File: src/rtl/spi_frame_pkg.sv
// Shared constants, state encoding and byte helpers for the SPI frame arbiter.
// Exports NREQ, FRAME_LEN, HDR_TAG, state_t, build_hdr() and sel_byte().
package spi_frame_pkg;

  localparam int NREQ = 4;
  localparam int FRAME_LEN = 10;
  localparam logic [3:0] HDR_TAG = 4'hA;

  typedef enum logic [2:0] {
    ST_IDLE,
    ST_ARB,
    ST_LOAD,
    ST_SEND,
    ST_WAIT,
    ST_FIN,
    ST_ABORT
  } state_t;

  function automatic logic [7:0] build_hdr(
    input logic [3:0] tag,
    input logic [1:0] src
  );
    return {tag, 2'b00, src};
  endfunction

  // idx 0 = header, 1..8 = payload MSB first, 9 = checksum
  function automatic logic [7:0] sel_byte(
    input logic [7:0]  hdr,
    input logic [63:0] pay,
    input logic [7:0]  csum,
    input logic [3:0]  idx
  );
    logic [7:0]  b;
    logic [63:0] sft;
    sft = pay << {idx - 4'd1, 3'b000};
    b = csum;
    unique case (1'b1)
      idx == 4'd0:                b = hdr;
      idx >= 4'd1 && idx <= 4'd8: b = sft[63:56];
      default:                    b = csum;
    endcase
    return b;
  endfunction

endpackage

File: src/rtl/spi_frame_arb_rr_arbiter.sv
// Combinational 4-way round-robin arbiter: first set req at or after ptr.
// Ports: req[3:0], ptr[1:0] in; one-hot grant[3:0], idx[1:0] out.
module rr_arbiter (
  input  logic [3:0] req,
  input  logic [1:0] ptr,
  output logic [3:0] grant,
  output logic [1:0] idx
);

  logic [1:0] k;

  // scan from farthest to nearest so the nearest hit overwrites
  always_comb begin
    grant = '0;
    idx   = '0;
    k     = '0;
    for (int i = 3; i >= 0; i--) begin
      k = ptr + 2'(i);
      if (req[k]) begin
        grant    = '0;
        grant[k] = 1'b1;
        idx      = k;
      end
    end
  end

endmodule

File: src/rtl/spi_frame_arb.sv
// Round-robin frame arbiter feeding a byte-wide SPI transmitter.
// Ports: req/req_data in, ack out; data_send/byte_start/send8b_done to tx;
// spi_start_flag/spi_end_flag/busy status; err_clr in, timeout_err out.
module spi_frame_arb #(
  parameter int         NREQ        = spi_frame_pkg::NREQ,
  parameter int         TIMEOUT_CYC = 4096,
  parameter logic [3:0] HDR_TAG     = spi_frame_pkg::HDR_TAG
) (
  input  logic               sys_clk,
  input  logic               rst_n,
  input  logic [NREQ-1:0]    req,
  input  logic [64*NREQ-1:0] req_data,
  output logic [NREQ-1:0]    ack,
  output logic [7:0]         data_send,
  output logic               byte_start,
  input  logic               send8b_done,
  output logic               spi_start_flag,
  output logic               spi_end_flag,
  output logic               busy,
  input  logic               err_clr,
  output logic               timeout_err
);

  import spi_frame_pkg::*;

  localparam int TW = $clog2(TIMEOUT_CYC);
  localparam logic [TW-1:0] TMAX = TW'(TIMEOUT_CYC - 1);

  state_t      st, nx;
  logic [1:0]  ptr, src, gidx;
  logic [3:0]  grant;
  logic [3:0]  cnt;
  logic [TW-1:0] tcnt;
  logic [63:0] pay;
  logic [7:0]  dq, hdr, csum, cur_byte;
  logic        d0, d1, done_pulse, last, terr;

  rr_arbiter u_arb (
    .req   (req),
    .ptr   (ptr),
    .grant (grant),
    .idx   (gidx)
  );

  assign done_pulse = d0 & ~d1;
  assign last       = (cnt == 4'(FRAME_LEN - 1));
  assign hdr        = build_hdr(HDR_TAG, src);

  // checksum comes only from the latched frame, never live req_data
  always_comb begin
    csum = hdr;
    for (int i = 0; i < 8; i++) csum = csum ^ pay[8*i +: 8];
  end

  assign cur_byte = sel_byte(hdr, pay, csum, cnt);

  always_comb begin
    nx = st;
    unique case (st)
      ST_IDLE:  if (|req) nx = ST_ARB;
      ST_ARB:   nx = (|grant) ? ST_LOAD : ST_IDLE;
      ST_LOAD:  nx = ST_SEND;
      ST_SEND:  nx = ST_WAIT;
      ST_WAIT: begin
        // a done edge on the terminal cycle beats the timeout
        if (done_pulse)       nx = last ? ST_FIN : ST_SEND;
        else if (tcnt == TMAX) nx = ST_ABORT;
      end
      ST_FIN:   nx = ST_IDLE;
      ST_ABORT: nx = ST_IDLE;
      default:  nx = ST_IDLE;
    endcase
  end

  always_ff @(posedge sys_clk or negedge rst_n) begin
    if (!rst_n) begin
      st   <= ST_IDLE;
      ptr  <= '0;
      src  <= '0;
      cnt  <= '0;
      tcnt <= '0;
      pay  <= '0;
      dq   <= '0;
      d0   <= 1'b0;
      d1   <= 1'b0;
      terr <= 1'b0;
    end else begin
      st <= nx;
      d0 <= send8b_done;
      d1 <= d0;
      unique case (st)
        ST_ARB:  src <= gidx;
        ST_LOAD: begin
          pay <= req_data[{src, 6'd0} +: 64];
          cnt <= '0;
        end
        ST_SEND: begin
          dq   <= cur_byte;
          tcnt <= '0;
        end
        ST_WAIT: begin
          if (done_pulse) begin
            if (!last) cnt <= cnt + 4'd1;
          end else if (tcnt != TMAX) begin
            tcnt <= tcnt + TW'(1);
          end
        end
        ST_FIN:   ptr <= src + 2'd1;
        ST_ABORT: ptr <= src + 2'd1;
        default: ;
      endcase
      // a new abort outranks a clear in the same cycle
      if (st == ST_ABORT) terr <= 1'b1;
      else if (err_clr)   terr <= 1'b0;
    end
  end

  assign busy           = (st != ST_IDLE);
  assign byte_start     = (st == ST_SEND);
  assign spi_start_flag = (st == ST_LOAD);
  assign spi_end_flag   = (st == ST_FIN);
  assign ack            = (st == ST_FIN) ? (NREQ'(1) << src) : '0;
  assign data_send      = byte_start ? cur_byte : dq;
  assign timeout_err    = terr;

endmodule

File: config.mk
export PLATFORM = sky130hd
export DESIGN_NAME = spi_frame_arb
export DESIGN_NICKNAME = d
export VERILOG_FILES = /design/src/rtl/spi_frame_pkg.sv /design/src/rtl/spi_frame_arb_rr_arbiter.sv /design/src/rtl/spi_frame_arb.sv
export SDC_FILE = /design/constraint.sdc
export NUM_CORES = 1
export LEC_CHECK = 0
export ABC_CLOCK_PERIOD_IN_PS = 7700
export CAP_MARGIN = 25
export CORE_AREA = 3 3 97 168
export DETAILED_ROUTE_END_ITERATION = 10
export DIE_AREA = 0 0 100 171
export GPL_TIMING_DRIVEN = 0
export PLACE_DENSITY = 0.81
export REMOVE_ABC_BUFFERS = 1
export SLEW_MARGIN = 10
export SYNTH_ARGS = -nofsm -noshare
export SYNTH_HDL_FRONTEND = slang
export SYNTH_SLANG_ARGS = --single-unit
File: constraint.sdc
create_clock -name sys_clk -period 7.7 [get_ports sys_clk]
set_clock_uncertainty 0.1 [all_clocks]
set_input_delay 1.155 -clock sys_clk [delete_from_list [all_inputs] [get_ports sys_clk]]
set_output_delay 1.155 -clock sys_clk [all_outputs]
set_load 0.01 [all_outputs]
### Clock distribution, run 1

Bar = 20 µm.
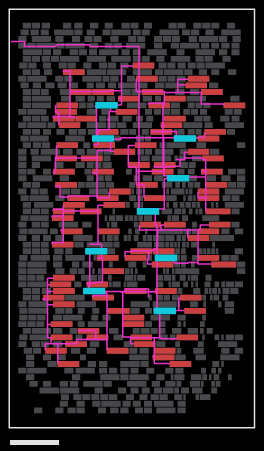
Key: clock drivers = cyan [count 9]; flip-flops = red [count 98]; clock wires = magenta [length 1,180 µm]
There are 10 routed clock nets.
worst-skew pair later-pin latency: 0.34 ns
Power Clock: 0.479 mW
clock network power share: 12.1%

### Placed cells, one color a class, run 1

Fill, decap, tap and diode cells in gray.
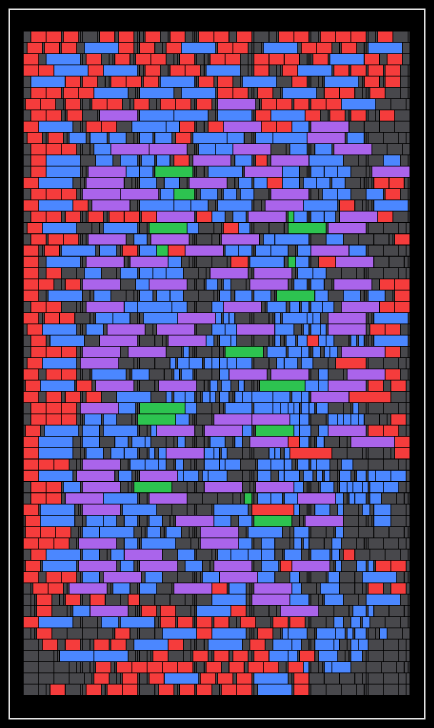
Key: remaining buffers and delay cells = red [cells 292]; combinational and other logic = blue [cells 417]; sequential cells = purple [cells 98]; clock drivers and dummy loads = green [cells 16]
row count: 59
Seq area share: 23.36%
Final Core Density: 70.28%
Design Area, Final: 0.01053 mm²

==> Slide: Implementation Results, run 1 <==
Flow Results at a Glance

Final layout
  • Syn-to-layout area delta: 47.10%
  • NumNets Final: roughly 1,100
  • Filler Cell Count: 1,085
  • N_diodes: 0
  • Layout cells sized above 1: 22.60%
  • Final non-filler cell total: 1,006
  • Top cells excl fill/tap: clkdlybuf4s50_1, dfrtp_1, mux4_2, mux2_2, xnor2_1

Power
  • Psw: 1.477 mW
  • Leak pwr: 3.998 nW
  • Sequential power share: 26.8%
  • Sw Share: between 30% and 40%
  • Logic gate share of total power: 61.0%
  • Worst VDD drop: approximately 0.00021 V
  • Internal: 2.476 mW

Synth
  • Synth warn: 0
  • Yosys stat cell total: 555
  • Synth Instances: 555
  • Dominant combinational family: multiplexers
  • Yosys xor share: 7.847%
  • Chip Area, Yosys: approximately 0.0072 mm²
  • Netlist cell types: around 50
  • Post-synthesis instance area: about 0.0072 mm²
  • Syn_area_per_cell: 12.90 µm²
  • Adder Area Share: 2.796%
  • Main synth FF type: dfrtp_1
  • Post-synthesis register bit count: 98
  • MUX area fraction: between 30% and 40%
  • Synth Area in Simple Gates: 6.711%
  • Seq share, synth: 34.25%
  • Aoi share: 6.798%

Job
  • MaxCap Viol Count: 0
  • Tool Warnings: 37

Floorplan
  • Die X: 100 µm
  • IO Pins: 281
  • Core area: 0.01499 mm²
  • Init Core Util: 47.77%
  • Chip footprint: roughly 0.017 mm²
  • Die height: roughly 170 µm

Route
  • Antenna Nets Post-Route: 0
  • Drt first-iter violations: 262
  • Number of remaining DRC errors: 0
  • TritonRoute pass-1 iters: 4

Hold path
  • Hold depth: 0
  • Hold_sp: d0
  • Hold Crit Endpoint: d1
  • Hold Crit Class: flip-flop to flip-flop

Clock network
  • CTS tree: yes
  • Resize count post-CTS: 0
  • Reg clk slew, reported paths: 0.07 ns
  • CTS Buf Count: 9
  • Total clock sinks: slightly below 100
  • Clock buffer depth: 2
  • Clock root cell: clkbuf_16
  • H-tree Lvls: 3
  • Hold buffer count at CTS: 0

Outcome
  • Outcome: finished clean

Place
  • Number of instances in the placed design: 990
  • I/O Buffers: 280
  • Final GP Congestion: 0.8278
  • Post-detail-place hpwl: 17,120 µm

Worst setup path
  • FF-to-FF End: dq[7]
  • Worst Path Required: 6.44 ns
  • Arrival time worst endpoint: 3.96 ns
  • Startpoint class of the critical path: flip-flop
  • Critical path type: flip-flop to primary output
  • Reg2Reg Depth: 8
  • Setup slack, reg-to-reg: around 4.4 ns
  • Worst setup endpoint: data_send[2]
  • R2r startpoint: cnt[0]
  • Critical Path Start: cnt[0]

Timing
  • Final Max Slew Viols: 0
  • Max_slew headroom: 32.18%
  • Final tally of hold violations: 0
  • Worst slew pin tran: a little over 1 ns
  • Tcrit/Tclk final: 67.73%
  • Tmin final: 5.215 ns
  • Final setup violation count: 0
  • RSZ-0062 raised after global routing: no

Global route
  • Vias in the first global route: 6,300
  • Grt ovf: 0
  • Initial antenna violation count: 0
  • Global-route wire length before repair: 32,130 µm
### Metal layers overlaid, run 1

Bar = 20 µm. Two of the layers only.
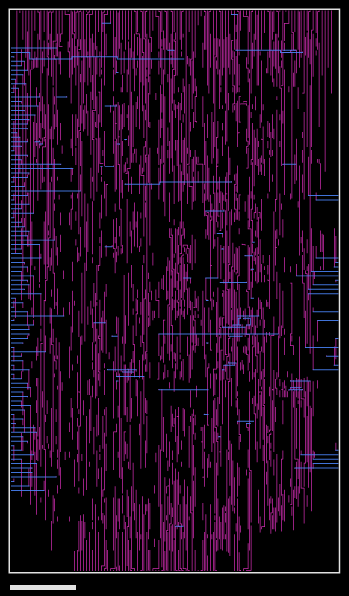
Key: metal 3 = blue [wire length 936 µm]; metal 2 = magenta [wire length 12,400 µm]
gr usage total: 24.37%
Avg WL per Cell: 21.01 µm
final WL: 21,130 µm
via count: 5,848

-- run 1: metrics by stage --
| step | TNS, ns | cell area (µm²) | total power [mW] | util [%] | setup slack [ns] |
|---|---|---|---|---|---|
| 5_1_grt | 0 | 10530 | 4.204 | 70.28 | 2.254 |
| 4_1_cts | 0 | 10530 | 3.999 | 70.28 | 2.438 |
| 3_5_place_dp | 0 | 10210 | 3.500 | 68.14 | 2.824 |
| 3_3_place_gp | -32.85 | 10020 | 3.430 | 66.86 | -2.076 |
| 2_1_floorplan | 0 | 6988 | 2.792 | - | 1.273 |
| 6_report | 0 | 10530 | 3.953 | 70.28 | 2.485 |
-- run 1: power groups by stage --
stage / clock network, mW / registers (mW) / logic (mW)
final: 0.479 / 1.06 / 2.41
after CTS: 0.489 / 1.07 / 2.44
after detailed placement: 0 / 1.08 / 2.42
after floorplan: 0 / 1.05 / 1.75
after global placement: 0 / 1.14 / 2.29
after global routing: 0.508 / 1.11 / 2.59
-- run 1: per-layer routing --
metal  up-vias  part of all wire [%]  GRT usage (%)
met5         -                     0              0
met4         0                   2.4          7.977
met3        34                   4.4          3.713
met2       199                    59          47.14
met1      2958                    34          26.66
li1       2657                     -              -
-- run 1: cells by family after synthesis --
family	count (synthesis)
AND/OR/NAND/NOR	92
buffers and inverters	52
adder cells (fa/ha/maj)	16
flip-flops	98
XOR/XNOR	61
multiplexers	165
AND-OR/OR-AND	71
-- run 1: critical path: stages, from the launching register on --
cell and delay, ns:
dfrtp_1 0.68, buf_16 0.23, inv_1 0.08, ha_1 0.97, mux4_2 0.60, mux2i_1 0.14, o221ai_1 0.18, o21a_1 0.23
clkdlybuf4s50_1 0.51
-- run 1: sequential cells by signal, indices dropped and copies added (netlist names) --
name and count:
cnt 4, d0 1, d1 1, dq 8
pay 64, ptr 2, src 2, st 3
tcnt 12, timeout_err 1
-- run 1: cells in the mapped netlist, types with 2 or more instances --
cell type  count  share of area, %
o22ai_1        2              0.17
o221ai_1       5              0.61
a31oi_1        2              0.17
xnor2_1       54               6.6
o21a_1         7              0.73
xor2_1         5              0.61
a211oi_1       3              0.31
nor2b_1        4              0.35
nand2b_1       8              0.70
mux2i_1       16               2.2
nand3_1        8              0.56
a21oi_1       13              0.91
clkbuf_1      20               1.0
o2bb2ai_1      3              0.37
or4_1          6              0.63
dfrtp_1       98                34
or2_2          2              0.17
a32oi_1        2              0.24
inv_1         12              0.63
xnor3_1        2              0.63
o21ai_0       16               1.1
nand2_1       19               1.0
o211ai_1       5              0.52
ha_1          16               2.8
o22a_1         2              0.24
nor3_1         4              0.28
nor2_1        22               1.2
a21boi_0       2              0.21
nand4_1        3              0.26
or3_1          2              0.17
mux4_2        82                26
mux2_2        67                11
buf_1          5              0.26
nor4_1         5              0.44
and2_1         5              0.44
o31ai_1        2              0.21
buf_2         14              0.98
-- run 1: final cells by class --
type	count	area, µm²	area share [%]
sequential	98	2460	23.36
multi-input combinational	405	4503	42.76
timing repair buffer	292	2974	28.24
tap	183	229.0	2.174
clock buffer	11	242.7	2.305
inverter	12	45.04	0.4277
clock inverter	5	77.57	0.7366
==> run 1 -> run 2 <==
--- a/config.mk
+++ b/config.mk
@@ -5,13 +5,13 @@
 export SDC_FILE = /design/constraint.sdc
 export NUM_CORES = 1
 export LEC_CHECK = 0
-export ABC_CLOCK_PERIOD_IN_PS = 7700
+export ABC_CLOCK_PERIOD_IN_PS = 4220
 export CAP_MARGIN = 25
-export CORE_AREA = 3 3 97 168
+export CORE_AREA = 3 3 104 181
 export DETAILED_ROUTE_END_ITERATION = 10
-export DIE_AREA = 0 0 100 171
+export DIE_AREA = 0 0 107 184
 export GPL_TIMING_DRIVEN = 0
-export PLACE_DENSITY = 0.81
+export PLACE_DENSITY = 0.74
 export REMOVE_ABC_BUFFERS = 1
 export SLEW_MARGIN = 10
 export SYNTH_ARGS = -nofsm -noshare
==> constraint.sdc (replaced) <==
create_clock -name sys_clk -period 4.22 [get_ports sys_clk]
set_clock_uncertainty 0.1 [all_clocks]
set_input_delay 0.633 -clock sys_clk [delete_from_list [all_inputs] [get_ports sys_clk]]
set_output_delay 0.633 -clock sys_clk [all_outputs]
set_load 0.01 [all_outputs]
### Clock distribution, run 2

Bar = 20 µm.
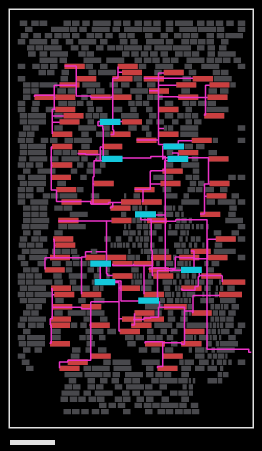
Key: clock wires = magenta [length 1,250 µm]; clock drivers = cyan [count 9]; flip-flops = red [count 98]
There are 10 routed clock nets.
clock network power share: 11.1%
Power Clock: 0.789 mW

### Sequential cells colored by netlist name, run 2

Bar = 20 µm. Other sequential cells in the stronger gray, the rest of the logic in the fainter gray.
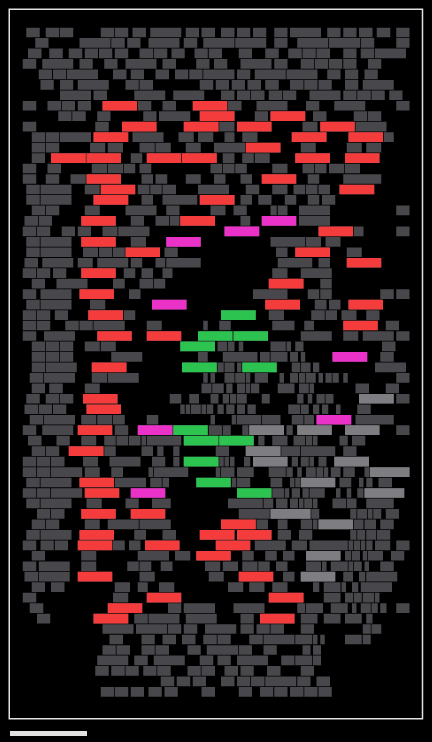
Key: tcnt = green [flops 12, where center]; dq = magenta [flops 8, where center]; pay = red [flops 64]
Another 14 sequential cells are not colored.
register area: 0.002464 mm²
Seq area share: 23.32%
sequential logic power: 1.94 mW

==> run 2 against run 1 <==
Clock power up 65%. Sequential power up 83%. Die area grew 15%. Critical path depth rose by 1. Register-to-register slack got worse by 3.1 ns. Cell count is 4.7% higher. Synthesized area unchanged. Sequential share of layout area hardly changed. Combinational power grew 81%. Hold slack lost 0.17 ns. Critical path type unchanged.
==> Slide: Implementation Results, run 2 <==
Flow Results at a Glance

Timing
  • RSZ-0062 raised after global routing: no
  • Final hold slack: around 0.14 ns
  • Max_slew headroom: ~50%
  • PnR worst setup slack: roughly 0.23 ns
  • Tcrit/Tclk final: 94.44%
  • Final Max Slew Viols: 0
  • Final setup violation count: 0
  • Setup TNS Final: 0 ns
  • Worst slew pin tran: 0.7418 ns
  • Tmin final: 3.985 ns
  • Final tally of hold violations: 0

Synth
  • Top cells by count: dfrtp_1, mux4_2, mux2_2
  • Post-synthesis register bit count: 98
  • Netlist cell types: slightly below 50
  • Synth warn: 0
  • Area share, top type: about a third
  • Syn_area_per_cell: between 10 and 15 µm²
  • Chip Area, Yosys: 0.007159 mm²
  • Most numerous cell in the Yosys netlist: dfrtp_1
  • Seq share, synth: 34.25%

Clock network
  • Hold buffer count at CTS: 0
  • Total clock sinks: 98
  • Clock root cell: clkbuf_16
  • CTS Buf Count: 9
  • H-tree Lvls: 3
  • Clock buffer depth: 2
  • Worst-skew pair later-pin latency: 0.34 ns
  • Resize count post-CTS: 3
  • CTS tree: yes

Worst setup path
  • Arrival time worst endpoint: approximately 3.3 ns
  • FF-to-FF End: st[1]
  • Critical path's slowest cell: dfrtp_4
  • CP max stage delay: 0.56 ns
  • Crit path cell chain: buf_16 -> inv_1 -> ha_4 -> mux4_2 -> mux2i_1 -> nor3_1 -> nor2_1 -> a21oi_1 -> clkdlybuf4s50_1
  • Startpoint class of the critical path: flip-flop
  • Setup slack, reg-to-reg: 1.27 ns
  • Worst Path Required: around 3.5 ns
  • R2r startpoint: ptr[0]

Route
  • TritonRoute pass-1 iters: 5
  • Drt first-iter violations: 248
  • Avg WL per Cell: 19.83 µm
  • Number of remaining DRC errors: 0

Final layout
  • Design Area, Final: 0.01057 mm²
  • Logic area: roughly 0.0045 mm²
  • N_diodes: 0
  • Layout cells sized above 1: 22.87%
  • Final Core Density: 60.25%
  • Filler Cell Count: around 1,400
  • Syn-to-layout area delta: 47.59%
  • Final non-filler cell total: 1,053
  • NumNets Final: 1,097
  • Biggest register: pay
  • Biggest regs: pay (64), tcnt (12), dq (8)
  • Top cells excl fill/tap: clkdlybuf4s50_1, dfrtp_1, mux4_2, mux2_2, xnor2_1

Place
  • Final GP Congestion: approximately 0.88
  • Number of instances in the placed design: 1,037
  • Post-detail-place hpwl: 16,970 µm
  • Pre-CTS setup slack: -0.2106 ns
  • I/O Buffers: approximately 280
  • Post-Place Cell Area: 0.01026 mm²

Job
  • MaxCap Viol Count: 0

Floorplan
  • Die X: 107 µm
  • Row count: roughly 64
  • Init Core Util: 40.82%
  • Die height: roughly 180 µm
  • Chip footprint: 0.01969 mm²
  • Core area: 0.01754 mm²

Power
  • Leak pwr: 3.974 nW
  • Worst VDD drop: 0.0005247 V
  • Total power: ~7.1 mW

Global route
  • Global-route wire length before repair: 33,200 µm
  • Vias in the first global route: 6,574
  • Gr usage total: 21.58%
  • Initial antenna violation count: 0
  • Grt ovf: 0

Outcome
  • Outcome: finished clean

Hold path
  • Hold Crit Class: primary input to async pin
[run 2: worst max-delay path, delay by kind of cell, from the launching register on]
family                   cells  cell delay (ns)
flip-flops                   1             0.56
AND/OR/NAND/NOR              2             0.18
adder cells (fa/ha/maj)      1             0.49
AND-OR/OR-AND                1             0.10
buffers and inverters        3             0.79
multiplexers                 2             0.79
[run 2: power breakdown]
| group | switching (mW) | internal [mW] | total, mW |
|---|---|---|---|
| Clock | 0.355 | 0.434 | 0.789 |
| Combinational | 1.73 | 2.63 | 4.36 |
| Sequential | 0.568 | 1.37 | 1.94 |
[run 2: worst max-delay path by stage]
stage                     depth (start not counted)             end  startpoint
after floorplan                                   3          pay[0]       st[1]
after global routing                              8    data_send[4]      cnt[0]
after detailed placement                          8    data_send[2]      cnt[0]
final                                             9    data_send[7]      cnt[0]
after CTS                                         8    data_send[2]      cnt[0]
after global placement                            3  spi_start_flag       st[1]
[run 2: kinds of logic (layout without fill, tap and decap cells)]
family | count (synthesis) | after routing | share of synthesized area [%]
simple gates | 92 | 92 | 6.711
xor+xnor | 61 | 61 | 7.847
mux | 165 | 165 | 38.57
buf+inv | 52 | 319 | 3.023
compound gates | 71 | 71 | 6.799
flops | 98 | 98 | 34.25
fa+ha+maj | 16 | 16 | 2.796
[run 2: per-layer routing]
metal	up-vias	global-route usage, %	share of wire, %
li1	2653	-	-
met1	2911	23.62	34
met2	186	42.28	60
met3	25	3.515	4.3
met5	-	0	0
met4	0	5.735	2.1
[run 2: cell type report]
type                    count  area share [%]
clock buffers              11           2.392
clock inverters             5          0.3552
inverters                  12          0.4263
multi-input cells         405           42.74
flip-flops and latches     98           23.32
well taps                 231           2.735
repair buffers            291           28.04
Power is estimated from default activity; no workload was simulated.
